<file path="config.mk">
export PLATFORM = sky130hd
export DESIGN_NAME = pipelined_adder
export DESIGN_NICKNAME = d
export VERILOG_FILES = /design/src/rtl/pipelined_adder.sv
export SDC_FILE = /design/constraint.sdc
export NUM_CORES = 1
export LEC_CHECK = 0
export ABC_CLOCK_PERIOD_IN_PS = 5500
export CAP_MARGIN = 10
export CORE_UTILIZATION = 55
export DETAILED_ROUTE_END_ITERATION = 7
export GPL_TIMING_DRIVEN = 0
export PLACE_DENSITY = 0.81
export RECOVER_POWER = 25
export SYNTH_ARGS = -nofsm -noshare
export SYNTH_HDL_FRONTEND = slang
export SYNTH_SLANG_ARGS = --single-unit
</file>
<file path="constraint.sdc">
create_clock -name CLK -period 5.5 [get_ports CLK]
set_clock_uncertainty 0.1 [all_clocks]
set_input_delay 1.65 -clock CLK [delete_from_list [all_inputs] [get_ports CLK]]
set_output_delay 1.65 -clock CLK [all_outputs]
set_load 0.01 [all_outputs]
</file>
<file path="src/rtl/pipelined_adder.sv">
// pipelined_adder: WIDTH-bit unsigned adder with carry-in, split into
// NUM_SEG = WIDTH/SEG_W registered carry segments. Valid/ready flow control
// on both sides with bubble collapsing; one addition per clock at full rate.
// Optional feature macro: PIPELINED_ADDER_OVF_EN adds a registered OVF output
// (two's-complement signed overflow) aligned with SUM.

// One carry segment: adds operand segment K plus the incoming carry and
// forwards the still-unadded operand bits to the next stage.
module pipelined_adder_seg #(
   parameter int WIDTH = 16,
   parameter int SEG_W = 4,
   parameter int K     = 0
) (
   input  logic             clk,
   input  logic             rst,
   input  logic             ld,
   input  logic             in_vld,
   input  logic [WIDTH-1:0] in_a,
   input  logic [WIDTH-1:0] in_b,
   input  logic [WIDTH-1:0] in_sum,
   input  logic             in_c,
   output logic             vld,
   output logic [WIDTH-1:0] a,
   output logic [WIDTH-1:0] b,
   output logic [WIDTH-1:0] sum,
   output logic             c
);
   logic [SEG_W:0]   seg_add;
   logic [WIDTH-1:0] sum_nxt;

   // segment add in SEG_W+1 bits; MSB is the carry into the next segment
   always_comb begin
      seg_add = {1'b0, in_a[K*SEG_W +: SEG_W]} + {1'b0, in_b[K*SEG_W +: SEG_W]}
              + {{SEG_W{1'b0}}, in_c};
      sum_nxt = in_sum;
      sum_nxt[K*SEG_W +: SEG_W] = seg_add[SEG_W-1:0];
   end

   // stage register: valid follows the load; payload only captured for valid
   // data so garbage on an idle input never lands in the datapath
   always_ff @(posedge clk) begin
      if (rst) begin
         vld <= 1'b0;
         a   <= '0;
         b   <= '0;
         sum <= '0;
         c   <= 1'b0;
      end else if (ld) begin
         vld <= in_vld;
         if (in_vld) begin
            a   <= in_a;
            b   <= in_b;
            sum <= sum_nxt;
            c   <= seg_add[SEG_W];
         end
      end
   end
endmodule

module pipelined_adder #(
   parameter int WIDTH = 16,
   parameter int SEG_W = 4
) (
   input  logic             CLK,
   input  logic             RST,
   input  logic [WIDTH-1:0] A_in,
   input  logic [WIDTH-1:0] B_in,
   input  logic             CARRY_in,
   input  logic             IN_VALID,
   output logic             IN_READY,
   output logic [WIDTH-1:0] SUM,
   output logic             CARRY,
   output logic             OUT_VALID,
`ifdef PIPELINED_ADDER_OVF_EN
   output logic             OVF,
`endif
   input  logic             OUT_READY
);
   localparam int NUM_SEG = (SEG_W > 0) ? WIDTH / SEG_W : 1;

   if ((WIDTH < 1) || (SEG_W < 1) || (WIDTH % SEG_W != 0)) begin : g_bad_params
      $error("pipelined_adder: SEG_W must be >= 1 and divide WIDTH exactly");
   end

   // index 0 is the input port side, index k+1 is the output of stage k
   logic [NUM_SEG:0][WIDTH-1:0] a_p, b_p, s_p;
   logic [NUM_SEG:0]            c_p;
   logic [NUM_SEG:0]            vld_pipe;
   logic [NUM_SEG-1:0]          ld;

   assign a_p[0]      = A_in;
   assign b_p[0]      = B_in;
   assign s_p[0]      = '0;
   assign c_p[0]      = CARRY_in;
   assign vld_pipe[0] = IN_VALID;

   for (genvar k = 0; k < NUM_SEG; k++) begin : g_stage
      // stage k may load if any stage from k up to the output is empty or the
      // output is being drained; flattened so there is no chain through ld
      localparam logic [NUM_SEG-1:0] LOW = ~({NUM_SEG{1'b1}} << k);
      assign ld[k] = OUT_READY | ~&(vld_pipe[NUM_SEG:1] | LOW);

      pipelined_adder_seg #(.WIDTH(WIDTH), .SEG_W(SEG_W), .K(k)) u_seg (
         .clk    (CLK),
         .rst    (RST),
         .ld     (ld[k]),
         .in_vld (vld_pipe[k]),
         .in_a   (a_p[k]),
         .in_b   (b_p[k]),
         .in_sum (s_p[k]),
         .in_c   (c_p[k]),
         .vld    (vld_pipe[k+1]),
         .a      (a_p[k+1]),
         .b      (b_p[k+1]),
         .sum    (s_p[k+1]),
         .c      (c_p[k+1])
      );
   end

   assign IN_READY  = ld[0];
   assign SUM       = s_p[NUM_SEG];
   assign CARRY     = c_p[NUM_SEG];
   assign OUT_VALID = vld_pipe[NUM_SEG];

   // the last stage's forwarded operand copy has no consumer
   logic unused_ops;
   assign unused_ops = ^{a_p[NUM_SEG], b_p[NUM_SEG]};

`ifdef PIPELINED_ADDER_OVF_EN
   logic [SEG_W:0] last_add;
   logic           ovf_q;

   // redo the top segment's add to recover the carry into bit WIDTH-1
   always_comb begin
      last_add = {1'b0, a_p[NUM_SEG-1][WIDTH-1 -: SEG_W]}
               + {1'b0, b_p[NUM_SEG-1][WIDTH-1 -: SEG_W]}
               + {{SEG_W{1'b0}}, c_p[NUM_SEG-1]};
   end

   // overflow flag shares the last stage's load/hold timing
   always_ff @(posedge CLK) begin
      if (RST)
         ovf_q <= 1'b0;
      else if (ld[NUM_SEG-1] && vld_pipe[NUM_SEG-1])
         ovf_q <= (a_p[NUM_SEG-1][WIDTH-1] ^ b_p[NUM_SEG-1][WIDTH-1] ^ last_add[SEG_W-1])
                ^ last_add[SEG_W];
   end

   assign OVF = ovf_q;
`else
   // no overflow tracking in this build
`endif
endmodule

</file>
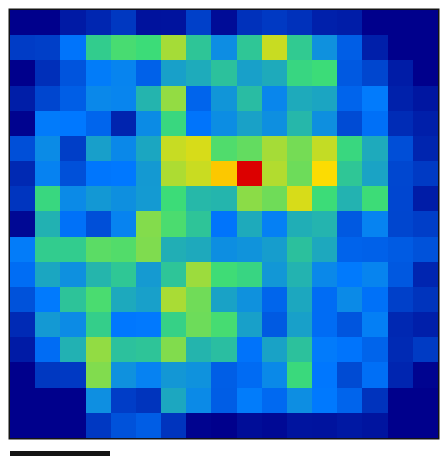
Fig. 1. Signal metal coverage by tile (run 1).
The bar under the picture is 20 µm long. The die is cut into 17 by 17 equal tiles; dark blue is low, red is high, scaled to the fullest tile. Values are wire area over tile area, all layers added.
nearly empty tiles: 9.0%
densest ninth of the die: centre
emptiest ninth of the die: south-east
tiles over half the peak: 13%
mean over tiles: 0.18

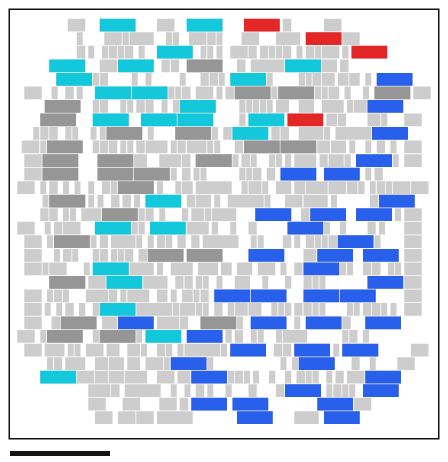
Fig. 2. Sequential cells grouped by signal name (run 1).
The bar under the picture is 20 µm long. Other sequential cells in the stronger grey, the rest of the logic in the fainter grey.
legend:
  cyan:
    name_in_the_netlist: `g_stage.u_seg.a`
    flops: 24
  red:
    name_in_the_netlist: `g_stage.u_seg.vld`
    flops: 4
  blue:
    name_in_the_netlist: `g_stage.u_seg.sum`
    flops: 40
not coloured: 28
Storage cell area: 1920 µm²
Seq/total area: 40.6%

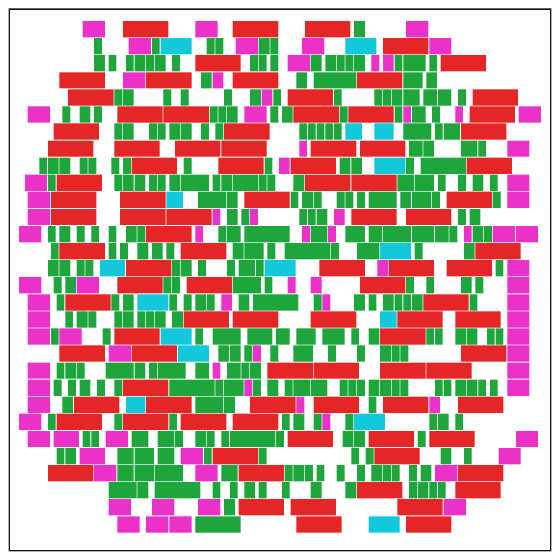
Fig. 3. Placed cells, one colour a class (run 1).
legend:
  magenta:
    class: remaining buffers and delay cells
    cells: 83
    share_of_their_area: 15%
  green:
    class: remaining logic cells
    cells: 342
    share_of_their_area: 39%
  red:
    class: registers
    cells: 96
    share_of_their_area: 42%
  cyan:
    class: clock drivers and dummy loads
    cells: 16
    share_of_their_area: 4.1%

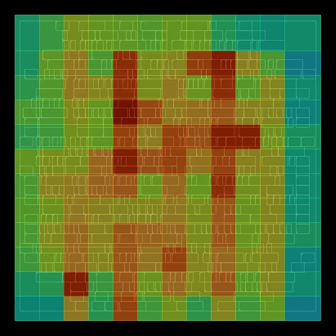
Fig. 4. Congestion heat map (run 1).
M1 GR Usage: 31.7%
GR met2 Demand/Resource: 39.5%
gr usage total: 24.4%
busiest layer in global routing: met2

==> impl_metrics.env, run 1 <==
# flow metrics
export IMPL_cp_buffers_inverters=3
export IMPL_dominant_cell_class="sequential cells"
export IMPL_fmax_mhz=199
export IMPL_pg_seq_w=0.000730
export IMPL_nNonClkInverters=16
export IMPL_ys_area_um2=3880
export IMPL_irDropWorstVdd_mv=0.166
export IMPL_setup_worst_path_end_class="primary output"
export IMPL_slew_violations=0
export IMPL_layout_drive_gt1_share_pct=5.59
export IMPL_cts_max_path_buffers=2
export IMPL_antenna_found_initial=0
export IMPL_worstPathCellList="dlygate4sd3_1, and4b_1, clkbuf_1, nand2_1, clkdlybuf4s50_1"
export IMPL_status="finished clean"
export IMPL_nClkBuffers=10
export IMPL_avgViaCountPerCell=5.08
export IMPL_slew_headroom_pct=57.2
export IMPL_design_core_area_um2=6790
export IMPL_holdBufCountCts=0
export IMPL_dr_pass1_iters=4
export IMPL_yosysWarnings=0
## run 1: registers in the layout (all words and copies together) (netlist names)
| register | flops |
|---|---|
| g_stage.u_seg.a | 24 |
| g_stage.u_seg.b | 24 |
| g_stage.u_seg.c | 4 |
| g_stage.u_seg.sum | 40 |
| g_stage.u_seg.vld | 4 |
## run 1: final timing paths
| check | start | to | slack [ps] | depth (start not counted) |
|---|---|---|---|---|
| max reg2reg | g_stage[2].u_seg.vld$_SDFFE_PP0N_ | g_stage[1].u_seg.b[12]$_SDFFE_PP0P_ | 3370 | 6 |
| max | OUT_READY | IN_READY | 480 | 5 |
| min | g_stage[0].u_seg.sum[1]$_SDFFE_PP0P_ | g_stage[1].u_seg.sum[1]$_SDFFE_PP0P_ | 350 | 2 |
| min reg2reg | g_stage[0].u_seg.sum[1]$_SDFFE_PP0P_ | g_stage[1].u_seg.sum[1]$_SDFFE_PP0P_ | 350 | 2 |
## run 1: synth_stat cells (2+ instances only)
cell type  count  share of area, %
a211oi_1       8               1.5
a21o_1         4              0.77
a21oi_1       86                11
a311o_1        3              0.77
and2_1         2              0.32
and4_1         3              0.68
buf_2         12               1.5
buf_6          2              0.58
clkbuf_1      13               1.3
dfxtp_1       96                50
fa_1           8               4.1
ha_1          12               3.9
inv_1         16               1.5
nand2_1      164                16
nor2_1         8              0.77
nor2b_1        5              0.81
nor4_1         2              0.32
o21ai_0        4              0.52
o221a_2        2              0.58
xnor2_1        4              0.90
## run 1: stage by stage
step                hold slack (ps)  instance area [µm²]  std cells  power (W)
finish                          349                 4730        633    0.00129
global route                    374                 4730        633    0.00135
CTS                             349                 4740        633    0.00130
detailed placement              346                 4550        617   0.000867
global placement                340                 4550        617   0.000863
floorplan                       332                 3880        466   0.000813
--- run 2 (diff from run 1) ---
--- a/config.mk
+++ b/config.mk
@@ -5,12 +5,12 @@
 export SDC_FILE = /design/constraint.sdc
 export NUM_CORES = 1
 export LEC_CHECK = 0
-export ABC_CLOCK_PERIOD_IN_PS = 5500
+export ABC_CLOCK_PERIOD_IN_PS = 5700
 export CAP_MARGIN = 10
-export CORE_UTILIZATION = 55
+export CORE_UTILIZATION = 54
 export DETAILED_ROUTE_END_ITERATION = 7
 export GPL_TIMING_DRIVEN = 0
-export PLACE_DENSITY = 0.81
+export PLACE_DENSITY = 0.79
 export RECOVER_POWER = 25
 export SYNTH_ARGS = -nofsm -noshare
 export SYNTH_HDL_FRONTEND = slang
==> constraint.sdc (replaced) <==
create_clock -name CLK -period 5.7 [get_ports CLK]
set_clock_uncertainty 0.1 [all_clocks]
set_input_delay 1.71 -clock CLK [delete_from_list [all_inputs] [get_ports CLK]]
set_output_delay 1.71 -clock CLK [all_outputs]
set_load 0.01 [all_outputs]
==> run 2 against run 1 <==
Effect of this change: combinational power is 3% lower; sequential cell count stayed put; global-route usage fell by 0.65 points; register-to-register slack improved by 330 ps; count of clock-buffer cells in the layout increased by 2; total power rose by 2.7%; area after synthesis unchanged; final cell count did not move; critical path depth is the same; critical endpoint unchanged.
==> impl_metrics.env, run 2 <==
# flow metrics
export IMPL_rsz0062_at_grt="false"
export IMPL_synth_cells_yosys=466
export IMPL_ys_ff=96
export IMPL_status="finished clean"
export IMPL_p_comb_share_pct=8.8
export IMPL_area_leaders="dfxtp_1 50%, nand2_1 16%, a21oi_1 11%"
export IMPL_yosys_area_top_type_share_pct=49.5
export IMPL_whs_path_depth=2
export IMPL_hold_start="g_stage[3].u_seg.sum[14]$_SDFFE_PP0P_"
export IMPL_largest_register_ffs=40
export IMPL_min_to="g_stage[3].u_seg.sum[14]$_SDFFE_PP0P_"
export IMPL_edf_count=0
export IMPL_p_clk_w=0.000503
export IMPL_yosysWarnings=0
export IMPL_slew_headroom_pct=56.5
export IMPL_drc=0
export IMPL_die_w_um=86.8
export IMPL_yosys_area_top_type="dfxtp_1"
export IMPL_grt_first_pass_wirelength_mm=13.7
export IMPL_dr_pass1_iters=4
export IMPL_holdBufCountCts=0
export IMPL_common_cells="164 x nand2_1, 96 x dfxtp_1, 86 x a21oi_1, 16 x inv_1, 13 x clkbuf_1"
export IMPL_die_area_um2=7530
export IMPL_r2r_start="g_stage[2].u_seg.vld$_SDFFE_PP0N_"
export IMPL_irDropWorstVdd_mv=0.151
export IMPL_slew_violations=0
export IMPL_drt_iter0_drc=94
export IMPL_cts_resized=0
export IMPL_avgViaCountPerCell=5.08
export IMPL_r2r_end="g_stage[1].u_seg.sum[2]$_SDFFE_PP0P_"
export IMPL_grt_max_degree=16
export IMPL_fmax_mhz=195
export IMPL_largest_register="g_stage.u_seg.sum"
export IMPL_post_cts_buffers=0
export IMPL_top_regs="g_stage.u_seg.sum: 40 flops, g_stage.u_seg.a: 24 flops, g_stage.u_seg.b: 24 flops"
export IMPL_ff_latch_area_um2=1920
export IMPL_antenna_found_initial=0
export IMPL_setup_worst_path_end_class="primary output"
export IMPL_yosysMostFrequentCell="nand2_1"
export IMPL_r2r_cells=6
export IMPL_layout_drive_gt1_share_pct=5.40
export IMPL_regToRegSetupSlack_ps=3700
export IMPL_design_core_area_um2=6870
export IMPL_ys_area_um2=3880
export IMPL_area_growth_pct=23.0
export IMPL_cts_max_path_buffers=2
run 2: cell counts after synthesis:
No cell type changed its count.
run 2: cell type report:
cell class,instances,share of cell area (%)
sequential,96,40.3
multi-input combinational,326,36.8
timing repair buffer,55,11.5
clock buffer,12,3.25
buffer,28,2.75
tap,96,2.52
clock inverter,4,1.60
inverter,16,1.26
run 2: worst max-delay path by stage:
stage | start | end
2_1_floorplan | OUT_READY | IN_READY
5_1_grt | OUT_READY | IN_READY
4_1_cts | OUT_READY | IN_READY
3_5_place_dp | OUT_READY | IN_READY
6_report | OUT_READY | IN_READY
3_3_place_gp | OUT_READY | IN_READY
run 2: worst max-delay path: stages:
cell,delay (ps)
dlygate4sd3_1,570
and4b_1,250
clkbuf_1,230
nand2_1,90
clkdlybuf4s50_1,480
run 2: kinds of logic (layout without fill, tap and decap cells):
family                   Yosys count  count (layout)  synth area share, %
adder cells (fa/ha/maj)           20              20                 7.99
AND-OR/OR-AND                    111             111                 16.3
flip-flops                        96              96                 49.5
AND/OR/NAND/NOR                  190             190                 20.0
buffers and inverters             44             115                 5.03
XOR/XNOR                           5               5                 1.13
run 2: metal layers:
layer	global-route usage, %	vias to the layer above	wire, µm
met1	30.4	1456	3630
met2	38.2	74	3800
met5	0	-	0
li1	-	1665	-
met4	12.9	0	257
met3	4.38	18	377
run 2: through the flow:
stage               cells  total power (W)  area (µm²)  hold slack, ps  worst slack [ps]
finish                633          0.00132        4770             350               563
global route          633          0.00138        4770             374               520
CTS                   633          0.00133        4780             358               715
detailed placement    617         0.000838        4550             345               729
global placement      617         0.000833        4550             339               741
floorplan             466         0.000785        3880             332              1700
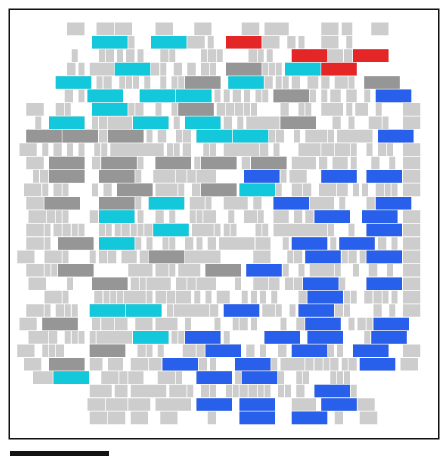
Fig. 5. Sequential cells grouped by signal name (run 2).
The bar under the picture is 20 µm long. Other sequential cells in the stronger grey, the rest of the logic in the fainter grey.
legend:
  cyan:
    name_in_the_netlist: `g_stage.u_seg.a`
    flops: 24
  red:
    name_in_the_netlist: `g_stage.u_seg.vld`
    flops: 4
    where: north-east
  blue:
    name_in_the_netlist: `g_stage.u_seg.sum`
    flops: 40
not coloured: 28
Seq/total area: 40.3%
Seq power: 0.000704 W
Util after Layout: 69.5%

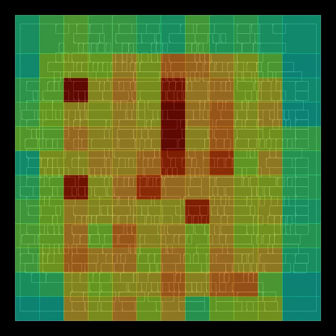
Fig. 6. Congestion heat map (run 2).
GR met2 Demand/Resource: 38.2%
GR Util met3: 4.38%
M1 GR Usage: 30.4%
Avg WL per Cell: 12.7 µm
gr usage total: 23.8%

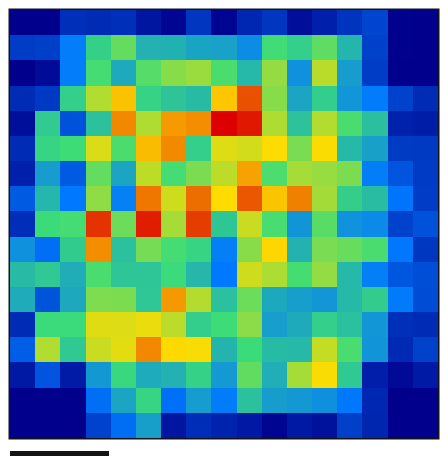
Fig. 7. Signal metal coverage by tile (run 2).
The bar under the picture is 20 µm long. The die is cut into 17 by 17 equal tiles; dark blue is low, red is high, scaled to the fullest tile. Values are wire area over tile area, all layers added.
densest ninth of the die: centre
mean over tiles: 0.17
nearly empty tiles: 7.6%
tiles over half the peak: 34%
fullest tile: 0.44

--- run 3 (diff from run 2) ---
--- a/config.mk
+++ b/config.mk
@@ -5,7 +5,6 @@
 export SDC_FILE = /design/constraint.sdc
 export NUM_CORES = 1
 export LEC_CHECK = 0
-export ABC_CLOCK_PERIOD_IN_PS = 5700
 export CAP_MARGIN = 10
 export CORE_UTILIZATION = 54
 export DETAILED_ROUTE_END_ITERATION = 7
==> run 3 against run 2 <==
Effect of this change: sequential power about the same; core utilization unchanged; worst hold slack is the same; via count did not move; clock power about the same; sequential share of layout area stayed put; largest power group unchanged; total power did not move; critical path type unchanged.
==> impl_metrics.env, run 3 <==
# flow metrics
export IMPL_status="finished clean"
export IMPL_layout_drive_gt1_share_pct=5.40
export IMPL_die_w_um=86.8
export IMPL_hold_start="g_stage[3].u_seg.sum[14]$_SDFFE_PP0P_"
export IMPL_slew_headroom_pct=56.5
export IMPL_worstSetupStartpoint="OUT_READY"
export IMPL_min_to="g_stage[3].u_seg.sum[14]$_SDFFE_PP0P_"
export IMPL_area_leaders="dfxtp_1 50%, nand2_1 16%, a21oi_1 11%"
export IMPL_r2r_cells=6
export IMPL_largest_register_ffs=40
export IMPL_holdBufCountCts=0
export IMPL_drt_iter0_drc=94
export IMPL_synth_cells_yosys=466
export IMPL_post_cts_buffers=0
export IMPL_yosysMostFrequentCell="nand2_1"
export IMPL_yosysWarnings=0
export IMPL_largest_register="g_stage.u_seg.sum"
export IMPL_area_growth_pct=23.0
export IMPL_common_cells="164 x nand2_1, 96 x dfxtp_1, 86 x a21oi_1, 16 x inv_1, 13 x clkbuf_1"
export IMPL_wl_per_cell_um=12.7
export IMPL_yosys_area_top_type_share_pct=49.5
export IMPL_antenna_found_initial=0
export IMPL_edf_count=0
export IMPL_grt_usage_pct=23.8
export IMPL_ys_ff=96
export IMPL_whs_path_depth=2
export IMPL_r2r_start="g_stage[2].u_seg.vld$_SDFFE_PP0N_"
export IMPL_irDropWorstVdd_mv=0.151
export IMPL_grt_max_degree=16
run 3: cell counts after synthesis:
Identical to the previous run, type by type.
run 3: report_power, final:
group | switching [W] | internal (W)
combinational | 0.0000618 | 0.0000545
sequential | 0.0000124 | 0.000692
clock | 0.000231 | 0.000272
total | 0.000305 | 0.00102
run 3: cell families after synthesis:
group                      synth area share [%]
adders and majority gates                  7.99
AOI/OAI and AO/OA                          16.3
DFF                                        49.5
and+or+nand+nor                            20.0
xor gates and xnor gates                   1.13
buffers and inverters                      5.03
run 3: per-stage QoR:
step	cell area [µm²]	util (%)	cells	setup WS [ps]	hold slack, ps
floorplan	3880	-	466	1700	332
global placement	4550	66.3	617	741	339
detailed placement	4550	66.3	617	729	345
CTS	4780	69.6	633	715	358
global route	4770	69.5	633	520	374
finish	4770	69.5	633	563	350
run 3: worst max path at each step:
stage / to / slack, ps / cells past startpoint
finish: IN_READY / 560 / 5
global route: IN_READY / 520 / 5
global placement: IN_READY / 740 / 5
detailed placement: IN_READY / 730 / 5
CTS: IN_READY / 720 / 5
floorplan: IN_READY / 1700 / 3
run 3: layout make-up:
cell class	instances	area (µm²)	share of cell area, %
Multi-Input combinational cell	326	1760	36.8
Clock inverter	4	76.3	1.60
Tap cell	96	120	2.52
Clock buffer	12	155	3.25
Inverter	16	60.1	1.26
Buffer	28	131	2.75
Sequential cell	96	1920	40.3
Timing Repair Buffer	55	551	11.5
run 3: layer usage:
metal / up-vias / wire length, µm / GRT usage [%]
met1: 1456 / 3630 / 30.4
li1: 1665 / - / -
met2: 74 / 3800 / 38.2
met4: 0 / 257 / 12.9
met5: - / 0 / 0
met3: 18 / 377 / 4.38
run 3: critical path, stage by stage:
cell             delay [ps]
dlygate4sd3_1           570
and4b_1                 250
clkbuf_1                230
nand2_1                  90
clkdlybuf4s50_1         480
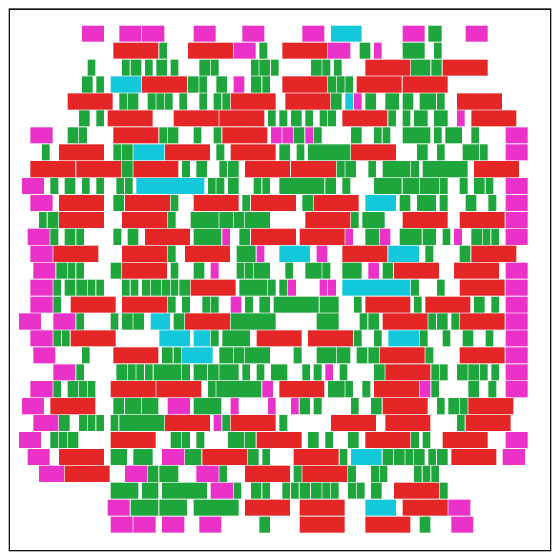
Fig. 8. Placed cells, one colour a class (run 3).
legend:
  cyan:
    class: clock drivers and dummy loads
    cells: 16
    share_of_their_area: 5.0%
  magenta:
    class: remaining buffers and delay cells
    cells: 83
    share_of_their_area: 15%
  green:
    class: remaining logic cells
    cells: 342
    share_of_their_area: 39%
  red:
    class: registers
    cells: 96
    share_of_their_area: 41%
Finished Cell Area: 4770 µm²
row count: 30
core area: 6870 µm²

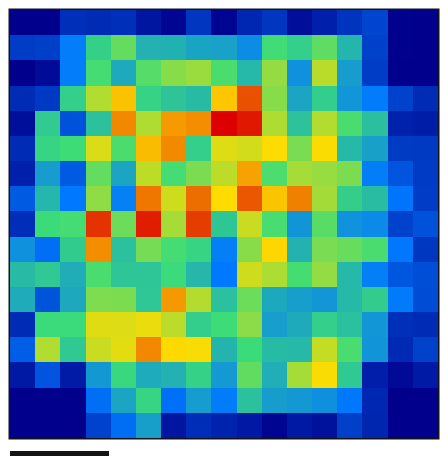
Fig. 9. Signal metal coverage by tile (run 3).
The bar under the picture is 20 µm long. The die is cut into 17 by 17 equal tiles; dark blue is low, red is high, scaled to the fullest tile. Values are wire area over tile area, all layers added.
tiles over half the peak: 34%
fullest tile: 0.44
nearly empty tiles: 7.6%
mean over tiles: 0.17
densest ninth of the die: centre

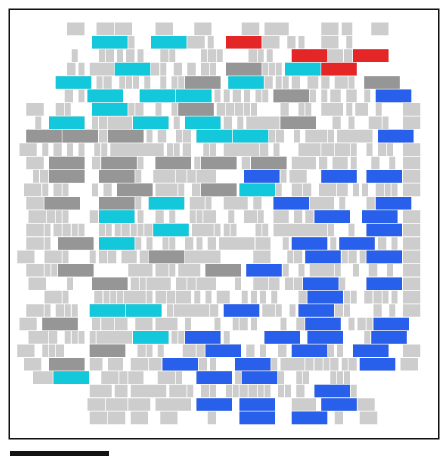
Fig. 10. Sequential cells grouped by signal name (run 3).
The bar under the picture is 20 µm long. Other sequential cells in the stronger grey, the rest of the logic in the fainter grey.
legend:
  blue:
    name_in_the_netlist: `g_stage.u_seg.sum`
    flops: 40
  red:
    name_in_the_netlist: `g_stage.u_seg.vld`
    flops: 4
    where: north-east
  cyan:
    name_in_the_netlist: `g_stage.u_seg.a`
    flops: 24
not coloured: 28


==> layout pictures side by side <==
Metal layers overlaid.
The bar under the picture is 20 µm long.
Plate I
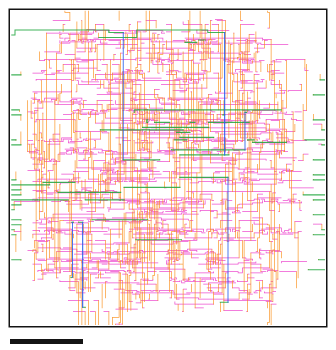
Plate II
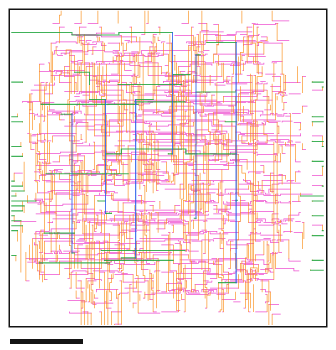
run 3: Plate II
run 1: Plate I

Key to Plate I:
legend:
  magenta:
    layer: M1
    wire_length: 3690 µm
  green:
    layer: M3
    wire_length: 441 µm
  orange:
    layer: M2
    wire_length: 3850 µm
  blue:
    layer: M4
    wire_length: 150 µm

No activity file was given, so power comes from the tool's default toggle rates.
